--- config.mk ---
export PLATFORM = sky130hd
export DESIGN_NAME = bincnt_accum
export DESIGN_NICKNAME = d
export VERILOG_FILES = /design/src/rtl/bincnt_accum.sv
export SDC_FILE = /design/constraint.sdc
export NUM_CORES = 1
export LEC_CHECK = 0
export CAP_MARGIN = 40
export CORE_MARGIN = 1
export CORE_UTILIZATION = 54
export DETAILED_ROUTE_END_ITERATION = 10
export GPL_TIMING_DRIVEN = 0
export PLACE_DENSITY_LB_ADDON = 0.12
export SYNTH_ARGS = -nofsm -noshare
export SYNTH_HDL_FRONTEND = slang
export SYNTH_SLANG_ARGS = --single-unit
--- constraint.sdc ---
create_clock -name clk -period 2.45 [get_ports clk]
set_clock_uncertainty 0.1 [all_clocks]
set_input_delay 0.49 -clock clk [delete_from_list [all_inputs] [get_ports clk]]
set_output_delay 0.49 -clock clk [all_outputs]
set_load 0.02 [all_outputs]
--- src/rtl/bincnt_accum.sv ---
`default_nettype none
// ============================================================================
// Module      : bincnt_accum
// Description : Frame popcount accumulator built on a 7-input bit counter.
//               Macro BINCNT_ACCUM_SAT_EN selects saturating accumulators.
// Revision    : 1.0 - initial release
// ============================================================================

module counter7b3 (
    input  logic [6:0] in_bits,
    output logic [2:0] count
);
    logic w_s0, w_c0, w_s1, w_c1, w_c2;

    // Full-adder tree: three weight-1 sums, then the weight-2 carries added.
    assign w_s0 = in_bits[0] ^ in_bits[1] ^ in_bits[2];
    assign w_c0 = (in_bits[0] & in_bits[1]) | (in_bits[2] & (in_bits[0] ^ in_bits[1]));
    assign w_s1 = in_bits[3] ^ in_bits[4] ^ in_bits[5];
    assign w_c1 = (in_bits[3] & in_bits[4]) | (in_bits[5] & (in_bits[3] ^ in_bits[4]));
    assign w_c2 = (w_s0 & w_s1) | (in_bits[6] & (w_s0 ^ w_s1));

    assign count[0] = w_s0 ^ w_s1 ^ in_bits[6];
    assign count[1] = w_c0 ^ w_c1 ^ w_c2;
    assign count[2] = (w_c0 & w_c1) | (w_c2 & (w_c0 ^ w_c1));
endmodule

module bincnt_accum #(
    parameter int ACC_W  = 16,
    parameter int BEAT_W = 8
) (
    input  logic              clk,
    input  logic              rst_n,
    input  logic              clr,
    input  logic              in_valid,
    output logic              in_ready,
    input  logic [6:0]        in_data,
    input  logic              in_last,
    output logic              out_valid,
    input  logic              out_ready,
    output logic [ACC_W-1:0]  out_count,
    output logic [BEAT_W-1:0] out_beats,
    output logic              out_ovf
);
    localparam logic [0:0] c_ST_ACC  = 1'b0;
    localparam logic [0:0] c_ST_HOLD = 1'b1;

    logic [0:0]        r_state;
    logic [0:0]        w_state_next;
    logic [ACC_W-1:0]  r_acc;
    logic [BEAT_W-1:0] r_beats;
    logic              r_ovf;
    logic              r_in_ready;

    logic [2:0]        w_cnt7;
    logic              w_accept;
    logic [ACC_W:0]    w_acc_sum;
    logic [BEAT_W:0]   w_beats_sum;
    logic [ACC_W-1:0]  w_acc_next;
    logic [BEAT_W-1:0] w_beats_next;
    logic              w_ovf_next;

    counter7b3 u_counter7b3 (
        .in_bits (in_data),
        .count   (w_cnt7)
    );

    assign w_accept    = in_valid && r_in_ready;
    assign w_acc_sum   = {1'b0, r_acc} + (ACC_W+1)'(w_cnt7);
    assign w_beats_sum = {1'b0, r_beats} + (BEAT_W+1)'(1);
    assign w_ovf_next  = r_ovf | w_acc_sum[ACC_W] | w_beats_sum[BEAT_W];

    always_comb begin
`ifdef BINCNT_ACCUM_SAT_EN
        w_acc_next   = w_acc_sum[ACC_W]     ? {ACC_W{1'b1}}  : w_acc_sum[ACC_W-1:0];
        w_beats_next = w_beats_sum[BEAT_W]  ? {BEAT_W{1'b1}} : w_beats_sum[BEAT_W-1:0];
`else
        w_acc_next   = w_acc_sum[ACC_W-1:0];
        w_beats_next = w_beats_sum[BEAT_W-1:0];
`endif
    end

    always_ff @(posedge clk or negedge rst_n) begin
        if (!rst_n) begin
            r_state <= c_ST_ACC;
        end else begin
            r_state <= w_state_next;
        end
    end

    always_comb begin
        w_state_next = r_state;
        if (clr) begin
            w_state_next = c_ST_ACC;
        end else begin
            case (r_state)
                c_ST_ACC:  if (w_accept && in_last) w_state_next = c_ST_HOLD;
                c_ST_HOLD: if (out_ready)           w_state_next = c_ST_ACC;
                default:                            w_state_next = c_ST_ACC;
            endcase
        end
    end

    always_comb begin
        out_valid = (r_state == c_ST_HOLD);
    end

    assign in_ready = r_in_ready;

    // in_ready is a registered decode of the next state, so it never sees out_ready combinationally.
    always_ff @(posedge clk or negedge rst_n) begin
        if (!rst_n) begin
            r_in_ready <= 1'b0;
            r_acc      <= '0;
            r_beats    <= '0;
            r_ovf      <= 1'b0;
            out_count  <= '0;
            out_beats  <= '0;
            out_ovf    <= 1'b0;
        end else begin
            r_in_ready <= (w_state_next == c_ST_ACC);
            if (clr) begin
                r_acc   <= '0;
                r_beats <= '0;
                r_ovf   <= 1'b0;
            end else if (w_accept) begin
                if (in_last) begin
                    out_count <= w_acc_next;
                    out_beats <= w_beats_next;
                    out_ovf   <= w_ovf_next;
                    r_acc     <= '0;
                    r_beats   <= '0;
                    r_ovf     <= 1'b0;
                end else begin
                    r_acc     <= w_acc_next;
                    r_beats   <= w_beats_next;
                    r_ovf     <= w_ovf_next;
                end
            end
        end
    end
endmodule

`default_nettype wire

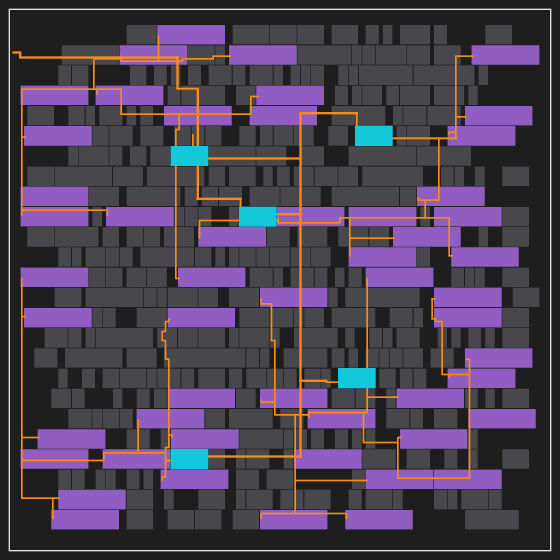
(images/clock_wires.png)
clock wires -> orange  # length 622 um
flip-flops -> purple  # count 52
clock-net drivers -> cyan  # count 5
routed clock nets = 6

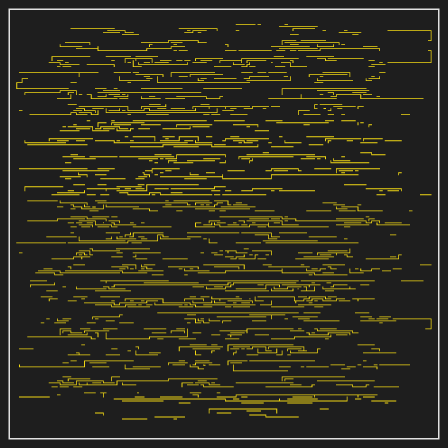
(images/m1.png)
nets with wire on the layer = 337
wire length on this layer = 2940 um
longest straight run = 23.9 um
main direction = horizontal

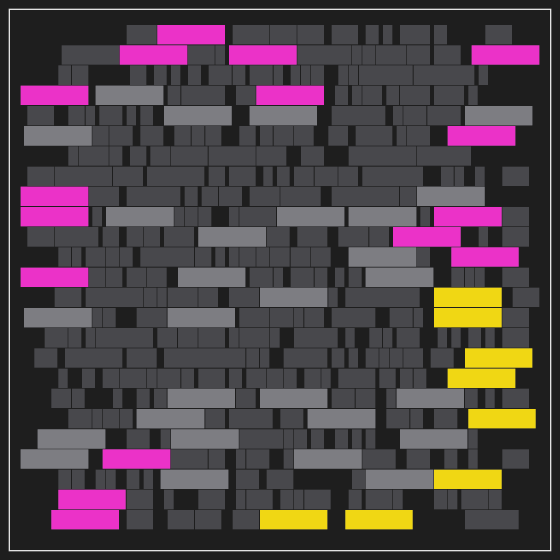
(images/ff_map.png)
Other sequential cells in the stronger gray, the rest of the logic in the fainter gray.
out_count -> magenta  # flops 16, where all over the die
out_beats -> yellow  # flops 8
not colored = 28

==> changes_impl.md <==
## Implementation

- R2R Path End: out_count[8]$_DFFE_PN0P_
- Port buffer count: 38
- Multiplexer share: 0%
- Final Hold Viols: 0
- Fmax: 304 MHz
- Synth flops: 52
- Height of the chip: 72.7 um
- Xor+xnor area frac: 5.19%
- Top cell area share: 48.2%
- WL final: 7420 um
- Met1 GRT Util: 35.6%
- Startpoint types: input pin
- Post-Route M1 WL: 2940 um
- CTS buffer count: 5
- Largest registers: out_count: 16 flops, r_acc: 16 flops
- WP data arrival: 3.44 ns
- Met3 routed WL: 481 um
- Commonest Layout Cell: dfrtp_1
- Aoi/oai-family share of the synthesized area: 19.3%
- HP Class: input pin to asynchronous set/reset pin
- RSZ-0062 raised after global routing: true
- And+or+nand+nor area frac: 17.9%
- Fin cells: 419
- Critical-path maximum fanout: 3
- Antenna violations before repair: 0
- Synth Cell Area: 2700 um2
- Chip area estimate from yosys synthesis: 2700 um2
- Worst path bufs/invs: 4
- Worst slew pin tran: 0.722 ns
- Hold Buf Count CTS: 0
- CTS Buffer Depth: 2
- Synth warn: 0
- Seq. cell area: 1300 um2
- Global Route met3 Usage: 5.66%
- N_diodes: 0
- Flop-to-flop setup slack: 0.23 ns
- Kind of critical path: input pin to flip-flop
- Met2 Use GR: 47.7%
- Top cells excl fill/tap: 52 x dfrtp_1, 43 x nand2_1, 31 x clkdlybuf4s50_1, 19 x o21ai_1, 17 x o21ai_0
- Setup Viol. Count Final: 32
- Fillcell total: 328
- Max Used Layer: met4
- Mean post-synth cell area: 9.50 um2
- CTS sink cnt: 52
- First drt pass iteration count: 5
- Leak pwr: 0.00159 uW
- Top delay family on crit path: adder cells
- Antenna Nets Post-Route: 0
- Max Slew Vio Count: 0
- GR Util All Layers: 28.5%
- Final worst setup slack: -0.836 ns
- Status: finished with violations
- Tmin final: 3.29 ns
- # resized after CTS: 67
- DR vias: 2502
- Tool warnings: 29
- Post-Place Cells: 391
- Failing checks: negative setup slack
- Wire per inst: 17.7 um
- CP required: 2.61 ns
- Fa+ha+maj area frac: 5.56%
- FP Core Util: 56.8%
- TritonCTS clock tree: built
- Crit end category: flip-flop
- Reg-to-Reg Start: r_acc[0]$_DFFE_PN0P_
- Top cell type by total area after synthesis: dfrtp_1
- CP max stage delay: 0.57 ns
- Logic area: 1580 um2
- Worst path slowest cell: fa_1
- Num ports: 40
- Distinct lib cells: 41
- Final Power: 2170 uW
- Clock transition at the registers of the reported paths: 0.10 ns
- Met2 wire length: 3770 um
- Layout area overhead: 40.3%
- Tcrit/Tclk final: 134%
[where the power goes]
part	internal (uW)	switching (uW)
clock network	303	296
logic	296	332
registers	912	32.7
total	1510	661
[synthesized netlist by cell type, drive strengths merged]
library cell	number
nand4bb	1
nor2	8
ha	4
a31oi	9
inv	10
nand2	46
o31a	1
buf	4
or4	5
a211oi	1
or2	1
nand4	4
o21a	1
o31ai	5
xnor2	12
a22o	6
o211ai	3
a41oi	1
fa	5
xor2	4
clkbuf	12
nand2b	2
nor3b	1
dfrtp	52
or3	4
nor4	5
nand4b	2
o21ai	40
nor3	3
a21oi	11
a21o	6
nand3	10
a211o	1
and4	1
and3	2
nor2b	1
[worst max-delay path by stage]
stage / slack (ns) / to / cells past startpoint / start
finish: -0.84 / r_acc[13]$_DFFE_PN0P_ / 12 / in_data[2]
global route: -0.88 / out_count[8]$_DFFE_PN0P_ / 14 / in_data[2]
CTS: -0.85 / r_acc[15]$_DFFE_PN0P_ / 11 / in_data[5]
detailed placement: -1.56 / r_acc[15]$_DFFE_PN0P_ / 11 / in_data[2]
global placement: -1.46 / r_acc[15]$_DFFE_PN0P_ / 11 / in_data[2]
floorplan: -0.93 / r_acc[15]$_DFFE_PN0P_ / 10 / in_data[2]
[through the flow]
step	hold slack (ns)	setup TNS, ns	instance area, um2
global route	0.112	-23.11	3790
finish	0.0649	-21.35	3790
global placement	0.355	-75.13	3230
floorplan	0.0944	-17.80	2760
detailed placement	0.364	-39.11	3250
CTS	0.0788	-18.25	3610
[final cells by class]
class / count / area share [%]
Multi-Input combinational cell: 206 / 41.7
Sequential cell: 52 / 34.4
Timing Repair Buffer: 60 / 15.9
Tap cell: 67 / 2.21
Buffer: 16 / 1.92
Clock buffer: 5 / 1.82
Clock inverter: 3 / 1.12
Inverter: 10 / 0.991
Power figures rest on the tool's default switching activity, not on a simulated workload.
